===== config.mk =====
export PLATFORM = sky130hd
export DESIGN_NAME = pipeline_hazard_ctrl
export DESIGN_NICKNAME = d
export VERILOG_FILES = /design/src/rtl/pipeline_hazard_ctrl.sv
export SDC_FILE = /design/constraint.sdc
export NUM_CORES = 1
export LEC_CHECK = 0
export ABC_AREA = 0
export CAP_MARGIN = 30
export CORE_MARGIN = 4
export CORE_UTILIZATION = 45
export CTS_CLUSTER_SIZE = 25
export DETAILED_ROUTE_END_ITERATION = 10
export PLACE_DENSITY = 0.83
export SETUP_SLACK_MARGIN = 0.02
export SLEW_MARGIN = 25
export SYNTH_ARGS = -nofsm -noshare
export SYNTH_HDL_FRONTEND = slang
export SYNTH_SLANG_ARGS = --single-unit

===== constraint.sdc =====
create_clock -name clk -period 3.4 [get_ports clk]
set_clock_uncertainty 0.15 [all_clocks]
set_input_delay 0.51 -clock clk [delete_from_list [all_inputs] [get_ports clk]]
set_output_delay 0.51 -clock clk [all_outputs]
set_load 0.02 [all_outputs]

===== src/rtl/pipeline_hazard_ctrl.sv =====
// Hazard/interlock controller for the 5-stage RV32I pipeline: load-use and RAW
// stalls, branch flush, operand-forward selects and stall/flush event counters.
module pipeline_hazard_ctrl #(
    parameter int FORWARD = 1
) (
    input  logic        clk,
    input  logic        rst,
    input  logic        CE,
    input  logic [4:0]  id_rs1,
    input  logic [4:0]  id_rs2,
    input  logic        id_rs1_used,
    input  logic        id_rs2_used,
    input  logic [4:0]  id_rd,
    input  logic        id_reg_write,
    input  logic        id_mem_read,
    input  logic        ex_branch_taken,
    output logic        id_exe_dstall,
    output logic        if_id_stall,
    output logic        if_id_flush,
    output logic [1:0]  fwd_a_sel,
    output logic [1:0]  fwd_b_sel,
    output logic [31:0] stall_cnt,
    output logic [31:0] flush_cnt
);

    // Scoreboard: slot E shadows EXE, slot M shadows MEM. M never needs the
    // load flag because a load in MEM is always forwardable from writeback data.
    logic       e_v, e_ld, m_v;
    logic [4:0] e_rd, m_rd;

    logic hit_e_rs1, hit_e_rs2, hit_m_rs1, hit_m_rs2;
    logic stall, flush, gate;

    function automatic logic [1:0] fwd_sel(input logic hit_e, input logic e_load,
                                           input logic hit_m);
        if (hit_e && !e_load)
            return 2'b01;
        else if (hit_m)
            return 2'b10;
        else
            return 2'b00;
    endfunction

    always_comb begin
        hit_e_rs1 = e_v & id_rs1_used & (id_rs1 == e_rd);
        hit_e_rs2 = e_v & id_rs2_used & (id_rs2 == e_rd);
        hit_m_rs1 = m_v & id_rs1_used & (id_rs1 == m_rd);
        hit_m_rs2 = m_v & id_rs2_used & (id_rs2 == m_rd);

        if (FORWARD != 0)
            stall = (hit_e_rs1 | hit_e_rs2) & e_ld;
        else
            stall = hit_e_rs1 | hit_e_rs2 | hit_m_rs1 | hit_m_rs2;

        flush = ex_branch_taken;
        gate  = CE & ~rst;

        id_exe_dstall = gate & (stall | flush);
        if_id_stall   = gate & stall & ~flush;
        if_id_flush   = gate & flush;

        fwd_a_sel = 2'b00;
        fwd_b_sel = 2'b00;
        if (FORWARD != 0 && gate) begin
            fwd_a_sel = fwd_sel(hit_e_rs1, e_ld, hit_m_rs1);
            fwd_b_sel = fwd_sel(hit_e_rs2, e_ld, hit_m_rs2);
        end
    end

    // Slot advance and event counters; everything freezes while CE is low.
    always_ff @(posedge clk or posedge rst) begin
        if (rst) begin
            e_v       <= 1'b0;
            e_rd      <= 5'd0;
            e_ld      <= 1'b0;
            m_v       <= 1'b0;
            m_rd      <= 5'd0;
            stall_cnt <= 32'd0;
            flush_cnt <= 32'd0;
        end else if (CE) begin
            m_v  <= e_v;
            m_rd <= e_rd;
            e_v  <= id_reg_write & (id_rd != 5'd0) & ~id_exe_dstall;
            e_rd <= id_rd;
            e_ld <= id_mem_read;
            if (stall && !flush)
                stall_cnt <= stall_cnt + 32'd1;
            if (flush)
                flush_cnt <= flush_cnt + 32'd1;
        end
    end

endmodule


==> metrics.log <==
[report] implementation figures
[metrics] Clk pin slew, worst setup/hold paths: roughly 0.09 ns
[metrics] Inverters: 7
[metrics] Skew-Pair Late Insertion Delay: around 0.35 ns
[metrics] global-route met3 utilization: 4.30%
[metrics] placement-stage worst setup slack: -0.0227 ns
[metrics] yosys aoi share: 8.58%
[metrics] flip-flops with a built-in enable: 0
[metrics] worst setup path startpoint: id_rs2[4]
[metrics] number of buffers and inverters on the critical path: 3
[metrics] post-DR vias/cell: 5.32
[metrics] setup ws final: 0.216 ns
[metrics] proportion of cell area occupied by multi-input gates: 37.4%
[metrics] final RePlAce weighted congestion: ~0.84
[metrics] unrepaired setup endpoints after global routing: false
[metrics] leading post-synthesis cells by instance count: 77 x dfrtp_1, 45 x xor2_1, 37 x xnor2_1, 31 x nand2_1, 21 x nand3_1
[metrics] count of standard-cell rows: 34
[metrics] Adder Area Share: 0.624%
[metrics] most common flop cell mapped by yosys: dfrtp_1
[metrics] initial antenna violation count: 0
[metrics] net switching share of the total power: a little under 30%
[metrics] number of distinct library cell variants in the gate-level netlist after synthesis: 42
[metrics] Static Leakage: 2.28 nW
[metrics] count of inserted antenna diode cells: 0
[metrics] proportion of final cell area spent on non-clock buffers: 19.6%
[metrics] CTS H-tree depth: 3
[metrics] reported clock group power: 646 uW
[metrics] final tally of max-slew violations: 0
[metrics] post-synthesis cell type with the largest instance count: dfrtp_1
[metrics] Longest Clk Path Bufs: 2
[metrics] synthesis area per yosys: 0.00401 mm^2
[metrics] Max Fanout on Critical Path: 4
[metrics] wire length of the first global-routing pass: 14.9 mm
[metrics] worst hold stages: 1
[metrics] length of routed met2 wiring: 4.24 mm
[metrics] post-cts hold buffer count: 0
[metrics] uppermost metal layer occupied by signal nets: met4
[metrics] path depth of the worst reg2reg path: 7
[metrics] tally of non-filler cells in the final layout: 570
[metrics] sequence of cells on the critical path: clkdlybuf4s50_1, xor2_1, nor4_4, nand2_1, buf_4, nor3_1, clkdlybuf4s50_1
[metrics] fmax: 314 MHz
[metrics] XOR/XNOR share of the synthesized area: 17.9%
[metrics] overall power: about 2 mW
[metrics] Worst path most repeated cell: clkdlybuf4s50_1
[metrics] DIE HEIGHT: 102 um
[metrics] Clock buffer cells: 9
[metrics] TritonCTS clock tree: done
[metrics] clock share of power: 32.3%
[metrics] clock-cell share of area: 3.39%
[metrics] number of standard cells after synthesis: 354
[metrics] seq pwr: 1.04 mW
[metrics] actual slew at the worst max-slew pin: 0.518 ns
[metrics] combinational cell area excluding buffers and inverters: 0.00198 mm^2
[metrics] Cells after DPL: 554
[metrics] mean instance size in the synthesized netlist: 11.3 um^2
[metrics] post-detailed-placement cell area: 0.00510 mm^2
[metrics] post-synthesis instance area: ~0.0040 mm^2
[metrics] input/output buffers: 93
[metrics] Area Overhead vs Synth: 31.7%
[metrics] fraction of the mapped netlist area in simple logic gates: 18.3%
[metrics] outcome: completed
[metrics] Critical R2R Capture: stall_cnt[19]
[metrics] cell internal power dissipation: 1.41 mW
[metrics] setup slack of the worst register-to-register path: 0.88 ns
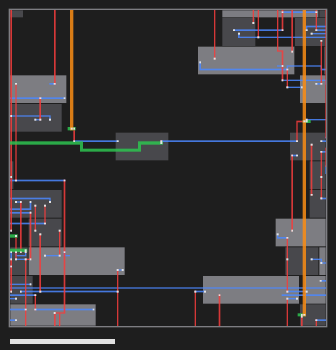
Figure 1: zoomed window.
Bar = 10 um. Region (36, 36) to (66, 66) um. Cells in gray, sequential cells in the stronger gray; small squares are vias.
met1 -> blue
met2 -> red
met4 -> orange
met3 -> green
netlist names of flops here include = `stall_cnt` (3), `flush_cnt` (2)
sequential cells in the window = 6
most frequent = dfrtp_1 (6), xnor2_1 (2)
cells with their middle in the window = 16

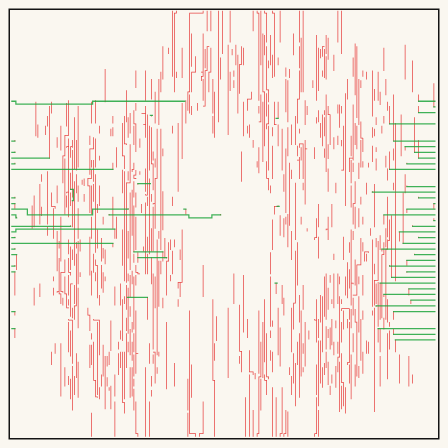
Figure 2: signal wires by layer.
Two of the layers only.
met3 -> green  # wire length 513 um
met2 -> red  # wire length 4240 um
wire length after detailed routing: 8.86 mm
count of vias placed by the detailed router: 3030
total track usage: 17.8%
post-detailed-route wirelength per cell: 15.5 um

Power figures rest on the tool's default switching activity, not on a simulated workload.
